### src/rtl/register_file.sv
// 16 x DATA_W register file: two combinational read ports, one one-hot-selected write port, sticky wrErr on a non-one-hot select.
// Write lands on the rising edge, reads are 0-cycle, no backpressure; `REGFILE_WRITE_BYPASS_EN adds same-cycle write-to-read forwarding.
module register_file #(
    parameter int DATA_W = 32
) (
    input  logic              clk,
    input  logic              reset,
    input  logic              regWrite,
    input  logic [15:0]       decOut,
    input  logic [DATA_W-1:0] writeData,
    input  logic [3:0]        srcReg1,
    input  logic [3:0]        srcReg2,
    output logic [DATA_W-1:0] regData1,
    output logic [DATA_W-1:0] regData2,
    output logic              wrErr
);

    logic [DATA_W-1:0] regs [16];
    logic              one_hot;
    logic [15:0]       wr_en;

    // A zero or multi-bit select must never touch storage, so the popcount gates every enable.
    always_comb begin
        one_hot = ($countones(decOut) == 1);
        wr_en   = decOut & {16{regWrite & one_hot}};
    end

    always_ff @(posedge clk or posedge reset) begin
        if (reset) begin
            for (int i = 0; i < 16; i++) begin
                regs[i] <= '0;
            end
            wrErr <= 1'b0;
        end else begin
            for (int i = 0; i < 16; i++) begin
                if (wr_en[i]) begin
                    regs[i] <= writeData;
                end
            end
            if (regWrite && !one_hot) begin
                wrErr <= 1'b1;
            end
        end
    end

`ifdef REGFILE_WRITE_BYPASS_EN
    logic [3:0] wr_idx;
    logic       fwd;

    always_comb begin
        wr_idx = '0;
        for (int i = 0; i < 16; i++) begin
            if (decOut[i]) begin
                wr_idx = 4'(i);
            end
        end
        fwd = regWrite & one_hot;
    end

    assign regData1 = (fwd && (wr_idx == srcReg1)) ? writeData : regs[srcReg1];
    assign regData2 = (fwd && (wr_idx == srcReg2)) ? writeData : regs[srcReg2];
`else
    assign regData1 = regs[srcReg1];
    assign regData2 = regs[srcReg2];
`endif

endmodule

### config.mk
export PLATFORM = sky130hd
export DESIGN_NAME = register_file
export DESIGN_NICKNAME = d
export VERILOG_FILES = /design/src/rtl/register_file.sv
export SDC_FILE = /design/constraint.sdc
export NUM_CORES = 1
export LEC_CHECK = 0
export ABC_AREA = 1
export CELL_PAD_IN_SITES_DETAIL_PLACEMENT = 1
export CELL_PAD_IN_SITES_GLOBAL_PLACEMENT = 1
export CORE_MARGIN = 10
export CORE_UTILIZATION = 40
export DETAILED_ROUTE_END_ITERATION = 12
export PLACE_DENSITY_LB_ADDON = 0.1
export SLEW_MARGIN = 10
export SYNTH_ARGS = -nofsm -noshare
export SYNTH_HDL_FRONTEND = slang
export SYNTH_SLANG_ARGS = --single-unit
### constraint.sdc
create_clock -name clk -period 16.95 [get_ports clk]
set_input_delay 1.695 -clock clk [delete_from_list [all_inputs] [get_ports clk]]
set_output_delay 1.695 -clock clk [all_outputs]
set_load 0.05 [all_outputs]
### Clock wiring as the flow saved it, run 1

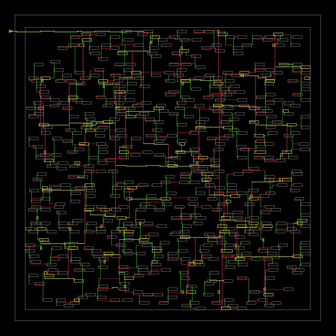
Clock Power: 1.47 mW
Worst-Skew Late Latency: 610 ps
CTS sink count: 513
flop count: 513
clock skew: 0 ps

### I/O nets highlighted, run 1

Drawn at 1.5 px/µm.
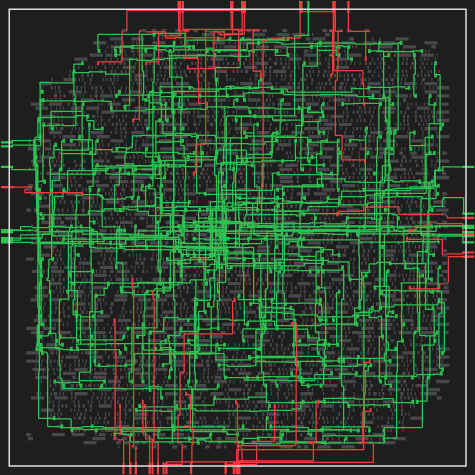
| color | port | bits | direction | end cells | buffers | wire |
|---|---|---|---|---|---|---|
| green | decOut | 16 | input | 540 | 32 | 19500 µm |
| red | regData2 | 32 | output | 32 | 32 | 2910 µm |

### Wiring by layer, run 1

Drawn at 1 px/µm.
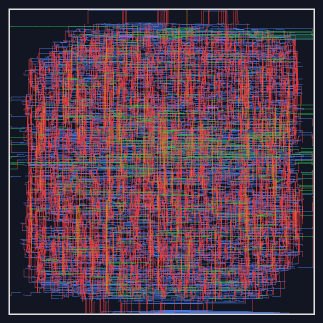
| color | layer | wire length |
|---|---|---|
| orange | M4 | 4980 µm |
| blue | M1 | 64.9 mm |
| green | M3 | 10800 µm |
| red | M2 | 65.6 mm |
| purple | M5 | 41.4 µm |

==> results.txt, run 1 <==
impl run done, here's what came out: P_leak 18.9 nW, routed length on met1 64900 µm, CP Launch Type input pin, dpl hpwl 79200 µm, Setup Buffers After CTS 0, die area 0.0921 mm², synth warn 0, initial antenna violation count 11, area grow syn2layout 9.55%, RSZ-0062 raised after global routing no, IO Pins 124, Via Count 33700, total power 5.61 mW, DR WL/cell 25.2 µm, Finished Cell Area 0.0352 mm², clk root buf clkbuf_16, flop-to-flop setup slack 16210 ps, first drt pass iteration count 5, Cell Type Count 19, Fillers 10300, top cells, area dfrtp_1, nand2_1, nand3_1, non-filler cells, final 5815, area leader, netlist dfrtp_1, DRC 0, GRT Util Overall 0.315, core area 0.0793 mm², PD cells 159 mW/mm², crit path from decOut[7], Hold Crit Start regs[244], final worst path period share 0.513, Syn Inst Count 4895, syn avg cell area 6.56 µm², share of layout cells above drive strength 1 0.0443, Chip Width 303 µm, Antenna Nets Post-Route 0, CP required 17490 ps, top sig layer met5, Final nets 4787, syn_nets 4969, outcome finished, final reports clean, CTS H-tree depth 3, TritonCTS clock tree done, Top cell area share 0.399, Least-Margin Pin Slew 1230 ps, Num CTS Buffers 67, GP Congestion 0.793, vias per inst 5.80, Setup TNS 0 ps, core utilization at floorplan 0.405, IO Port Bufs 123, first-pass GRT wire length 221000 µm, Arr. time, crit path 9230 ps, Max-Cap Viols 0, largest net degree at the start of global routing 162, worst hold path type flop to flop, Final min period 8690 ps, crit path kind input pin to flop, ys flops 513, fin. max-slew vios 0, worst r2r src wrErr, grt total ovfl 0, buffer depth of the longest clock path 3, synthesized area 0.0321 mm², register area share after synthesis 0.399, placed instance count 5694, Layout Utilization 0.444, Setup violations, final 0, Die Span Y 303 µm, vias in the first global route 34200, OpenROAD warning count 41, routed wl met3 10800 µm, DR iter-0 viols 3084, WL final 146000 µm, # hold bufs at CTS 0, highest clock rate 115 MHz, final hold vios 0, Slew HR 0.179, VDD IR max 0.0832 mV, dpl cell area 0.0330 mm², yosys stat area 0.0321 mm², Worst setup EP type flop, most numerous logic cells after layout nand2_1, nand3_1, dfrtp_1, inv_1, o211ai_1
## run 1: path summary, 6_finish.rpt
path                       cells past startpoint        end
max                                           22  regs[371]
min                                            2  regs[244]
max reg2reg                                    1      wrErr
min reg2reg                                    2  regs[244]
max in group asynchronous                      4  regs[117]
min in group asynchronous                      2  regs[293]
## run 1: cells in the mapped netlist, drive strengths merged
cell and n:
nand4 16, fa 10, nor2 65, a21o 1, dfrtp 513, clkbuf 212
o211ai 128, ha 5, buf 234, inv 471, nand2 1984, nand3 1250
or2 6
## run 1: logic make-up (layout without fill, tap and decap cells)
| family | after synthesis | after routing | synth area share |
|---|---|---|---|
| AOI/OAI and AO/OA | 129 | 129 | 0.0301 |
| adders and majority gates | 15 | 15 | 0.00818 |
| buffers and inverters | 917 | 782 | 0.123 |
| DFF | 513 | 513 | 0.399 |
| other | 0 | 5 | 0 |
| and+or+nand+nor | 3321 | 3321 | 0.439 |
## run 1: critical path, stage by stage
cell and delay [ps]:
buf_2 70, buf_4 570, inv_1 170, fa_1 550, inv_1 60, fa_1 460, fa_1 490, inv_1 60
fa_1 490, inv_1 50, ha_1 210, fa_1 490, nor2_1 100, nand2_1 90, nor2_4 310, nand2_2 130
nor2_4 110, buf_4 710, buf_4 1000, buf_4 950, nand3_1 170, nand2_1 110
## run 1: stage by stage
| stage | setup slack, ps | hold slack (ps) |
|---|---|---|
| after floorplan | 927 | 449 |
| after global placement | 7880 | 463 |
| after detailed placement | 7750 | 466 |
| after CTS | 8360 | 481 |
| after global routing | 7790 | 499 |
| final | 8260 | 475 |
## run 1: cell type report
cell class              count  area [µm²]  area share
clock inverters            10         128     0.00363
inverters                 471        1800      0.0511
clock buffers             106        2080      0.0591
well taps                1050        1310      0.0373
multi-input cells        3465       15300       0.436
diodes                      5        12.5    0.000355
repair buffers            195        1700      0.0483
flip-flops and latches    513       12800       0.365
## run 1: flip-flops by register name, summed over array words and instances (netlist names)
signal / cells
wrErr: 1
regs: 512
## run 1: metal layers
layer,track usage,vias to the layer above
met5,0,-
met4,0.102,8
met3,0.0467,284
met2,0.497,1258
met1,0.439,17100
li1,-,15100
## run 1: report_power, final
| group | internal, mW | leakage (nW) | switching, mW |
|---|---|---|---|
| registers | 1.73 | 6.57 | 0.304 |
| clock network | 0.884 | 1.08 | 0.588 |
| logic | 0.655 | 11.3 | 1.46 |
==> run 2: changes to the inputs <==
- clock period: 16.95 -> 8.95 ns (I/O delays scaled with it)
### Clock wiring as the flow saved it, run 2

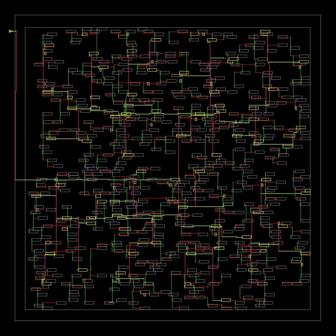
Num CTS Buffers: 67
Clock Power: 2.74 mW
# clk buffers: 103

### Wiring by layer, run 2

Drawn at 1 px/µm.
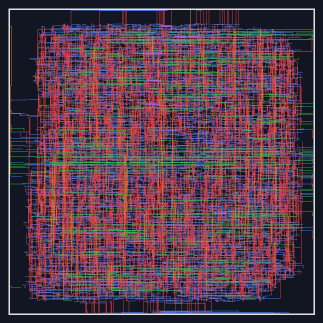
| color | layer | wire length |
|---|---|---|
| orange | M4 | 4820 µm |
| green | M3 | 13500 µm |
| purple | M5 | 94.8 µm |
| red | M2 | 64.7 mm |
| blue | M1 | 64.1 mm |

==> results.txt, run 2 <==
impl run done, here's what came out: CP required 9430 ps (was 17490 ps), final worst path period share 0.713, register area share after synthesis 0.399 (unchanged), ys flops 513 (unchanged), syn avg cell area 6.56 µm² (unchanged), OpenROAD warning count 47 (was 41), GP Congestion 0.805 (was 0.793), CP Launch Type input pin (unchanged), DRC 0 (unchanged), synth warn 0 (unchanged), number of enable flip-flop cells 0 (unchanged), post-synthesis mux area share 0 (unchanged), synthesized area 0.0321 mm² (unchanged), grt total ovfl 0 (unchanged), first drt pass iteration count 5 (unchanged), clk root buf clkbuf_16 (unchanged), yosys aoi share 0.0301 (unchanged), syn_nets 4969 (unchanged), Simple Share, Synth 0.439 (unchanged), FF/Latch Area 0.0128 mm² (unchanged), share of layout cells above drive strength 1 0.0451 (was 0.0443), Adders+Majority by Area 0.00818 (unchanged), Worst setup EP type flop (unchanged), Dominant Register Cell dfrtp_1 (unchanged), die area 0.0921 mm² (unchanged), Async SR Flop Fraction 1.00 (unchanged), dpl cell area 0.0331 mm² (was 0.0330 mm²), Logic cell area 0.0153 mm² (unchanged), top-count cell post-synth nand2_1 (unchanged), hold endpoint regs[249] (was regs[244]), Final min period 6390 ps, first-pass GRT wire length 220000 µm (was 221000 µm), WL final 147000 µm (was 146000 µm), CP delay by family, top adder cells (was buffers and inverters), largest net degree at the start of global routing 170 (was 162), area leader, netlist dfrtp_1 (unchanged), CP max stage cell nand4_1 (was buf_4), highest clock rate 157 MHz, most numerous logic cells after layout nand2_1, nand3_1, dfrtp_1, inv_1, o211ai_1 (unchanged), Die Span Y 303 µm (unchanged), Final nets 4790 (was 4787), CTS sink count 513 (unchanged), vias per inst 5.79 (was 5.80), Setup violations, final 0 (unchanged), CTS H-tree depth 3 (unchanged), buffer depth of the longest clock path 3 (unchanged), VDD IR max 0.138 mV (was 0.0832 mV), IO Pins 124 (unchanged), core area 0.0793 mm² (unchanged), Finished Cell Area 0.0353 mm² (was 0.0352 mm²), r2r worst-path depth 1 (unchanged), RSZ-0062 raised after global routing no (unchanged), Most flops, register regs (unchanged), dpl hpwl 82800 µm (was 79200 µm), yosys stat area 0.0321 mm² (unchanged), Chip Width 303 µm (unchanged), GRT Util Overall 0.315 (about the same), Setup Buffers After CTS 0 (unchanged), Antenna Nets Post-Route 0 (unchanged), worst r2r src wrErr (unchanged), Setup TNS 0 ps (unchanged), XOR-XNOR Cells, Area Fraction 0 (unchanged), most frequent cells after synthesis nand2_1, nand3_1, dfrtp_1 (unchanged), Syn Inst Count 4895 (unchanged), R2R Path End wrErr (unchanged), top cells, area dfrtp_1, nand2_1, nand3_1 (unchanged), area grow syn2layout 9.75% (was 9.55%), Main logic family simple AND/OR/NAND/NOR gates (unchanged), crit path kind input pin to flop (unchanged), TritonCTS clock tree done (unchanged), initial antenna violation count 11 (unchanged), vias in the first global route 33800 (was 34200), WHS Path Cells 2 (unchanged), final hold vios 0 (unchanged), Cell Type Count 19 (unchanged), CP dominant cell by count fa_1 (unchanged), outcome finished, final reports clean (unchanged), max reg flops 512 (unchanged), Buf+Inv Stages, Crit Path 4 (was 9)
### I/O nets highlighted, run 2

Drawn at 1.5 px/µm.
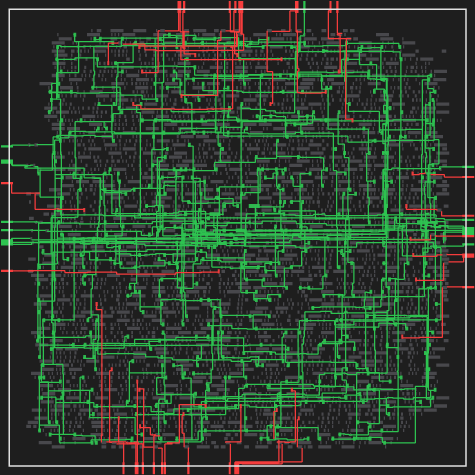
| color | port | bits | direction | end cells | buffers | wire |
|---|---|---|---|---|---|---|
| red | regData2 | 32 | output | 32 | 32 | 2260 µm |
| green | decOut | 16 | input | 540 | 31 | 17400 µm |

run 2: report_power, final:
part | internal [mW] | switching, mW | total, mW
Combinational | 1.26 | 2.79 | 4.05
Clock | 1.62 | 1.12 | 2.74
Sequential | 3.27 | 0.602 | 3.88
Total | 6.16 | 4.51 | 10.7
run 2: logic make-up (layout without fill, tap and decap cells):
group           count (synthesis)  count (layout)
simple gates                 3321            3321
buf+inv                       917             786
flops                         513             513
compound gates                129             129
fa+ha+maj                      15              15
other cells                     0               1
run 2: per-stage QoR:
stage	total power, mW	setup WS [ps]	cells	hold WS, ps
6_report	10.7	2560	5815	477
2_1_floorplan	6.74	1090	4895	449
5_1_grt	11.4	2350	5814	493
4_1_cts	10.7	2680	5814	481
3_3_place_gp	7.74	2200	5697	463
3_5_place_dp	7.88	2080	5697	466
run 2: per-layer routing:
metal	wire, µm	up-vias	GRT usage	share of wire
met5	94	-	0	0.00064
met4	4820	16	0.100	0.033
met3	13500	288	0.0726	0.092
met2	64700	1317	0.483	0.44
met1	64100	17000	0.436	0.44
li1	-	15100	-	-
run 2: final cells by class:
type	instances	area share
clock inverter	14	0.00351
sequential	513	0.364
antenna	1	0.0000710
clock buffer	103	0.0578
inverter	471	0.0509
tap	1050	0.0372
timing repair buffer	198	0.0517
multi-input combinational	3465	0.435
run 2: worst min-delay path, delay by kind of cell, from the launching register on:
| kind | cells | cell delay [ps] |
|---|---|---|
| flops | 1 | 340 |
| simple gates | 2 | 100 |
run 2: worst max path at each step:
stage                end  startpoint  cells after the start
3_5_place_dp   regs[346]   decOut[3]                     16
3_3_place_gp    regs[58]   decOut[3]                     16
6_report       regs[297]   decOut[3]                     16
5_1_grt        regs[200]   decOut[3]                     17
2_1_floorplan    regs[0]       reset                      1
4_1_cts        regs[346]   decOut[3]                     16
No activity file was given, so power comes from the tool's default toggle rates.
